===== config.mk =====
export PLATFORM = sky130hd
export DESIGN_NAME = fft_addr_sched
export DESIGN_NICKNAME = d
export VERILOG_FILES = /design/src/rtl/fft_addr_sched.sv
export SDC_FILE = /design/constraint.sdc
export NUM_CORES = 1
export LEC_CHECK = 0
export ABC_AREA = 1
export CORE_UTILIZATION = 28
export DETAILED_ROUTE_END_ITERATION = 8
export GPL_TIMING_DRIVEN = 1
export HOLD_SLACK_MARGIN = 0.12
export SLEW_MARGIN = 0
export SYNTH_ARGS = -nofsm -noshare
export SYNTH_HDL_FRONTEND = slang
export SYNTH_SLANG_ARGS = --single-unit
export TNS_END_PERCENT = 5

===== constraint.sdc =====
create_clock -name i_clk -period 4 [get_ports i_clk]
set_input_delay 0.6 -clock i_clk [delete_from_list [all_inputs] [get_ports i_clk]]
set_output_delay 0.6 -clock i_clk [all_outputs]
set_load 0.01 [all_outputs]

===== src/rtl/fft_addr_sched.sv =====
// fft_addr_sched
//    Address and twiddle scheduler for an in-place radix-2 FFT of N = 2**R
//    points. After a start request it walks stages s = 0..R-1 and, inside
//    each stage, butterflies k = 0..N/2-1. It presents one beat per butterfly:
//    the two memory addresses, the twiddle ROM index and the stage number.
//    A beat advances only when the downstream side accepts it. All outputs
//    are registered.
//
// Configuration macro:
//    FFT_SCHED_GAP_EN  when defined, inserts GAP idle cycles between stages.
//                      This gives in-place memory read-after-write clearance.
//                      When undefined, stages run back-to-back and GAP is
//                      unused.
//
// Parameters:
//    R    log2 of the FFT size (>= 2)
//    N    FFT size, must equal 2**R
//    GAP  idle cycles between stages, 1..15 (gap build only)
//
// Ports:
//    i_clk               clock, rising edge
//    i_rst               synchronous active-high reset; aborts any schedule
//    i_start             begin one full schedule (honoured only when idle)
//    i_ready             downstream accepts the current beat
//    o_valid             current beat is valid
//    o_addr_a            butterfly upper-leg address
//    o_addr_b            butterfly lower-leg address
//    o_twiddle_exponent  twiddle ROM index (W_N^exp)
//    o_stage             current stage 0..R-1
//    o_busy              high from start acceptance until o_done
//    o_done              one-cycle pulse when the schedule completes
module fft_addr_sched #(
   parameter int R   = 5,
   parameter int N   = 32,
   parameter int GAP = 4
) (
   input  logic                 i_clk,
   input  logic                 i_rst,
   input  logic                 i_start,
   input  logic                 i_ready,
   output logic                 o_valid,
   output logic [R-1:0]         o_addr_a,
   output logic [R-1:0]         o_addr_b,
   output logic [R-2:0]         o_twiddle_exponent,
   output logic [$clog2(R)-1:0] o_stage,
   output logic                 o_busy,
   output logic                 o_done
);

   localparam int SW = $clog2(R);
   localparam logic [R-2:0]  K_LAST = (R-1)'(N/2 - 1);
   localparam logic [SW-1:0] S_LAST = SW'(R - 1);

   // Elaboration-time guard against an inconsistent parameter set.
   if (R < 2 || N != (1 << R) || GAP < 1 || GAP > 15) begin : g_param_check
      $error("fft_addr_sched: illegal parameter combination");
   end

   typedef enum logic [1:0] {
      ST_IDLE,
      ST_RUN,
`ifdef FFT_SCHED_GAP_EN
      ST_GAP,
`endif
      ST_DONE
   } state_t;

   typedef struct packed {
      logic [R-1:0] a;
      logic [R-1:0] b;
      logic [R-2:0] e;
   } beat_t;

   state_t        state;
   logic [SW-1:0] s;
   logic [R-2:0]  k;

`ifdef FFT_SCHED_GAP_EN
   localparam logic [3:0] GAP_LAST = 4'(GAP - 1);
   logic [3:0] gap_cnt;
`endif

   // Butterfly k of stage s: j = k mod 2**s picks the position inside a
   // group, and g = k >> s picks the group. The twiddle index scales j up to
   // the N-point ROM. Because j < 2**s <= 2**(R-1), its top bit is always zero.
   function automatic beat_t calc_beat(input logic [SW-1:0] st, input logic [R-2:0] kk);
      beat_t        bt;
      logic [R-1:0] span;
      logic [R-1:0] j;
      logic [R-1:0] g;
      span = R'(1) << st;
      j    = {1'b0, kk} & (span - R'(1));
      g    = {1'b0, kk} >> st;
      bt.a = ((g << st) << 1) | j;
      bt.b = bt.a + span;
      bt.e = j[R-2:0] << (S_LAST - st);
      return bt;
   endfunction

   // The next beat is computed and loaded together with the state change, so
   // every output is a plain register. In RUN o_valid is always 1, so
   // i_ready alone marks a handshake.
   always_ff @(posedge i_clk) begin
      if (i_rst) begin
         state              <= ST_IDLE;
         s                  <= '0;
         k                  <= '0;
`ifdef FFT_SCHED_GAP_EN
         gap_cnt            <= '0;
`endif
         o_valid            <= 1'b0;
         o_busy             <= 1'b0;
         o_done             <= 1'b0;
         o_addr_a           <= '0;
         o_addr_b           <= '0;
         o_twiddle_exponent <= '0;
         o_stage            <= '0;
      end else begin
         o_done <= 1'b0;
         case (state)
            ST_IDLE: begin
               if (i_start) begin
                  state   <= ST_RUN;
                  s       <= '0;
                  k       <= '0;
                  o_valid <= 1'b1;
                  o_busy  <= 1'b1;
                  o_stage <= '0;
                  {o_addr_a, o_addr_b, o_twiddle_exponent} <= calc_beat('0, '0);
               end
            end
            ST_RUN: begin
               if (i_ready) begin
                  if (k != K_LAST) begin
                     k <= k + (R-1)'(1);
                     {o_addr_a, o_addr_b, o_twiddle_exponent} <= calc_beat(s, k + (R-1)'(1));
                  end else if (s == S_LAST) begin
                     state   <= ST_DONE;
                     o_valid <= 1'b0;
                  end else begin
                     s       <= s + SW'(1);
                     k       <= '0;
                     o_stage <= s + SW'(1);
                     {o_addr_a, o_addr_b, o_twiddle_exponent} <= calc_beat(s + SW'(1), '0);
`ifdef FFT_SCHED_GAP_EN
                     // The first beat of the next stage is preloaded but held
                     // invalid while the gap counter runs.
                     state   <= ST_GAP;
                     o_valid <= 1'b0;
                     gap_cnt <= '0;
`endif
                  end
               end
            end
`ifdef FFT_SCHED_GAP_EN
            ST_GAP: begin
               if (gap_cnt == GAP_LAST) begin
                  state   <= ST_RUN;
                  o_valid <= 1'b1;
               end else begin
                  gap_cnt <= gap_cnt + 4'd1;
               end
            end
`endif
            ST_DONE: begin
               o_done <= 1'b1;
               o_busy <= 1'b0;
               state  <= ST_IDLE;
            end
            default: state <= ST_IDLE;
         endcase
      end
   end

endmodule


Supply network:
(6 px per µm) Pins as bars on the die edge.
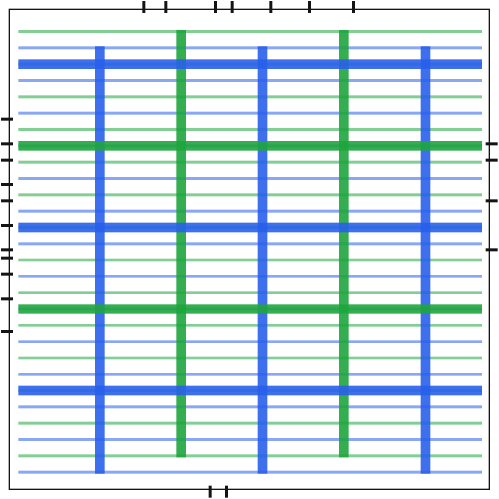
color	net
blue	VSS
green	VDD
rows	27
met4 straps	5
met5 straps	5

Cell outlines without signal wires:
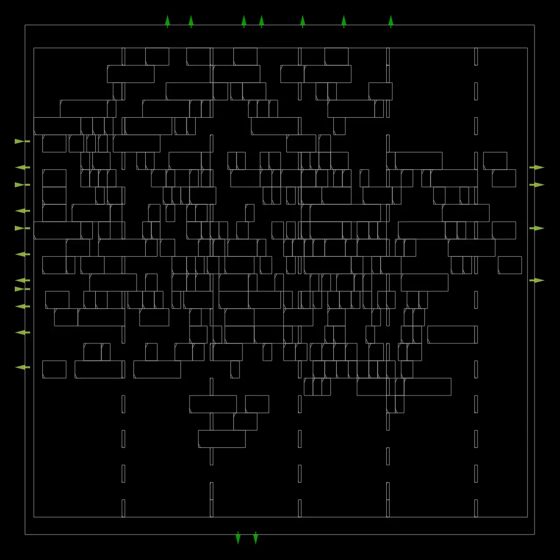
fill count: 616
Core Area: 0.00568 mm²

Drive-strength map:
(3 px per µm)
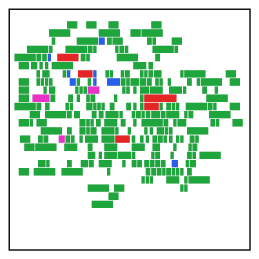
color	size	cells	share
green	drive 1 or less	246	94%
magenta	drive 3 to 4	3	1.1%
blue	drive 2	8	3.1%
red	drive 6 and up	5	1.9%
area added between synthesis and finish: 21.1%
setup slack of the critical path after layout: 720 ps

==> results.txt <==
The flow completed. For hold timing, the worst endpoint is o_addr_a[0]. Entering global routing, the biggest net connects 23 pins. After synthesis, the mean cell area works out to 7.02 µm². For this design, the slowest cell found on the critical path is fa_1. Worst slack at placement landed at 794 ps. Once layout is complete, the utilization of the core stands at 36.1%. IR analysis of the VDD net gives a maximum drop of 213 µV. The CTS report gives the tree buffer count as 3. The clock network consumes a total of 224 µW. Count of buffers from port buffering landed at 23. Combinational gate area landed at 0.00100 mm². OpenROAD reports that the post-layout worst path occupies 82.0% of the period. Non-clock buffer share of cell area landed at 11.2%. Per the layout report, the design carries 23 non-clock buffers. The worst register-to-register path ends at o_addr_b[4]. Clock net sink count landed at 26. For met3 alone, demand over resource in global routing was 3.20%. Walking the worst path, the cells encountered are inv_1, ha_1, ha_1, inv_1, ha_1, nor2_1, inv_1, o21ai_0, fa_1, a31oi_1, inv_1, nand3_1, nand3_1, nand2_1, a21oi_1.

Global route total overflow landed at 0. The worst setup path is of the reg -> reg kind. Detail-routed via count per cell landed at 4.89. For reference, the top cells by area after synthesis are dfxtp_1 (31%), nand2_1 (12%), ha_1 (12%), a21oi_1 (8.0%), inv_1 (6.9%). In the placement report, post-DP HPWL is listed as 3.12 mm.

STA classifies the critical path startpoint as a flip-flop. According to the cell report, flip-flops and latches in the layout number 26. Looking at the power breakdown, sequential logic takes 34.5% of the total. After detailed placement, the total cell area comes to 0.00198 mm². Mapped cell area landed at 0.00169 mm². Number of DRC violations after detailed routing landed at 0. At the later pin of the worst-skew pair, clock insertion delay measures 280 ps. After the last flow step, the layout net total stands at 284. The switching component of the power was reported as 342 µW. The flow ran to the end, and the final reports show no timing, DRC or antenna violations.

The tool warning count for the run is 35. Total of cells resized after clock tree synthesis landed at 0. The synthesized design spends more area on one cell type than any other, namely dfxtp_1. The launch point of the worst min-delay path is recorded as o_addr_a[0]. The tree is rooted in a clkbuf_8. For the worst flop-to-flop path, the logic depth is 15. The floorplan has 27 rows. Floorplan die height landed at 79.8 µm. According to the timing report, the critical path is launched from s[0]. The number of cells on the worst hold path is listed as 2. The clock buffers instantiated in the layout total 3. Largest stage delay on the critical path landed at 510 ps.

For this design, Yosys synthesis ends with a cell count of 241. Fraction of synthesized cell area taken by the top area cell type landed at 30.7%. Global-route wire length before repair landed at 7.26 mm.

Met2 wire length landed at 1.83 mm. Antenna violation net count after detailed routing landed at 0. The number of antenna violations at the first check in global routing was 0.

Per the final layout report, the fraction of cells sized above drive strength 1 comes to 6.11%. Highest clock rate landed at 0.305 GHz. Count of inserted antenna diode cells landed at 0. The registers reported with the highest flop counts are o_addr_a: 5 flops, o_addr_b: 5 flops. Number of hold-repair buffers added at the cts stage landed at 0. The critical path maximum fanout is 20.

The slew check shows that the tightest pin keeps a relative margin of 44.9%. Sequential elements use 30.7% of the synthesized area. Setup slack of the worst register-to-register path landed at 720 ps. met2 track demand over resource after global routing is 23.6%. According to the timing report, the critical path is captured at o_addr_b[4]. Met1 layer wirelength in the final routing landed at 2.01 mm. According to the report, the first pass of detailed routing completed in 6 iterations.

Count of different cell masters after synthesis landed at 31. Once the clock tree was built, the setup fixing pass inserted 0 buffers. Non-clock inverters in the final layout number 36. Setup violations remaining at the end of the flow were counted as 0. In this run the maximum-capacitance check reported violations numbering 0.

After technology mapping, the gate count stands at 241. Looking at the cell usage after synthesis, the top flip-flop cell is dfxtp_1. Static leakage power landed at 0.000888 µW. After layout the clock buffers and inverters come to 3.48% of cell area. Yosys synthesis warning count landed at 0. In the synthesis report, Yosys lists the chip area as 0.00169 mm². The timing report gives the clock slew at the launch and capture registers of the worst setup and hold paths as 100 ps. Yosys reported that registers with async set or reset make up 0%. Looking at the clock tree report, the H-tree level count equals 1. STA classifies the critical path endpoint as a flip-flop.

Counting flops and latches in the post-synthesis netlist gives 26. Total number of multi-input combinational cells landed at 173. Total power consumption of the routed design landed at 900 µW. Number of top-level pins landed at 24.

Cell area power density landed at 439 mW/mm². Data on the critical path arrives at its endpoint at 3410 ps. In this run the top signal layer used is met4.

By count the netlist is led by nand2_1 (55), inv_1 (31), a21oi_1 (27). Per the OpenROAD floorplan log, the area of the die is 0.00636 mm². The fraction of cell area in multi-input combinational cells is reported as 48.8%.

Post-route standard cell area excluding fillers landed at 0.00205 mm². Starting utilization of the core area landed at 29.8%. The power report shows net switching accounting for 37.9% of the total. The floorplan report lists the tap cell count as 72.

Filler-free cell count of the finished design landed at 334. Per the detail_route log, met3 wirelength is 186 µm. TritonCTS built the clock tree.

Part of the total power dissipated in combinational logic landed at 40.6%. The cell that appears most often on the critical path is inv_1. On the final layout, the worst clock skew is 5.33 ps. Number of nets at floorplan landed at 262. Die width landed at 79.8 µm. Among all cell types in the netlist, the one instantiated most often is nand2_1.

No sink is reached through more buffers than the 2 on the longest clock path. Number of logic stages on the critical path including buffering landed at 15. Cell internal power was estimated by the tool at 559 µW.

Combined flip-flop and latch cell area landed at 520 µm². Across the whole layout, storage elements make up 25.4% of the cell area. Met1 routing resource usage after global routing landed at 18.6%. Worst path required time landed at 4130 ps. DRC marker count from the first detailed-route iteration landed at 159. Power drawn by the combinational cells landed at 366 µW. In the final timing run, aggregate negative setup slack is 0 ps. Total placed cells including tap cells landed at 330. The most critical min-delay path falls under reg -> reg.

Clock period minus worst slack landed at 3280 ps. STA lists the startpoint of the worst register-to-register path as s[0]. In this design, the largest share of critical-path delay is due to adder cells.

The sequential power reported by the tool is 311 µW. Per the gpl log, the routability congestion estimate is 0.891. Combined buffer and inverter count along the critical path landed at 4. Hold slack landed at 465 ps. Number of slew-limit violations in the final report landed at 0. Clock network fraction of total power landed at 24.8%. The dominant power group in this design is combinational cells.

Via count of the first global-routing pass landed at 1632. Looking at the area split, the leading class of cells is combinational gates. Counting endpoints that fail hold in the final report gives 0. met2 is the most crowded layer. For the pin with the worst max-slew slack, the measured transition is 823 ps.
Routed metal per tile:
(4 px per µm) 16 x 16 tiles, from dark purple (low) to yellow (high), scaled to the fullest tile. Values are wire area over tile area, all layers added.
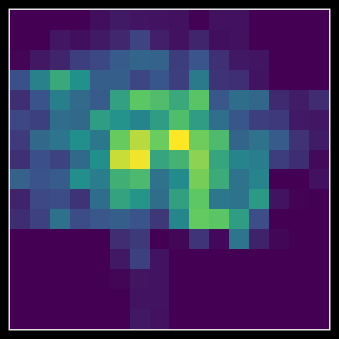
emptiest ninth of the die	bottom left
mean over tiles	0.10
fullest tile	0.51
densest ninth of the die	middle
vias after detailed routing: 1634
overall global routing resource usage: 14.5%
Total Wirelength: 4.10 mm
post-detailed-route wirelength per cell: 12.3 µm

A small window of the routed layout:
Region (15, 30) to (65, 80) µm. Cells in gray, sequential cells in the stronger gray; small squares are vias.
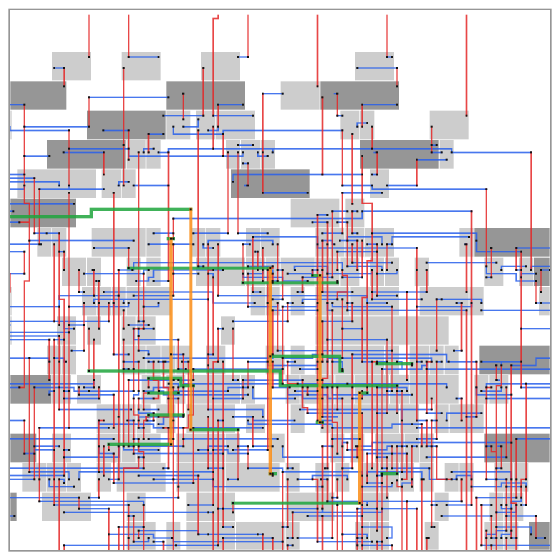
color	layer
red	met2
orange	met4
blue	met1
green	met3
sequential cells in the window	12
cells with their middle in the window	171
most frequent	nand2_1 (43), inv_1 (20), a21oi_1 (17)
netlist names of flops here include	o_addr_b (4), k (2), o_addr_a (2)

layout by cell type, fill, tap and decap left out, types with 14 or more instances in the layout:
cell and instances:
nand2_1 55, inv_1 31, a21oi_1 27, dfxtp_1 26
clkdlybuf4s50_1 23, nand3_1 17, ha_1 16, o21ai_0 15
nor2_1 14
kinds of logic (layout without fill, tap and decap cells):
logic type / after synthesis / count (layout) / share of synthesized area, %
adders and majority gates: 17 / 17 / 13.0
AOI/OAI and AO/OA: 55 / 55 / 18.8
DFF: 26 / 26 / 30.7
other: 1 / 1 / 0.222
xor gates and xnor gates: 3 / 3 / 1.55
buffers and inverters: 42 / 63 / 10.1
and+or+nand+nor: 97 / 97 / 25.5
No activity file was given, so power comes from the tool's default toggle rates.
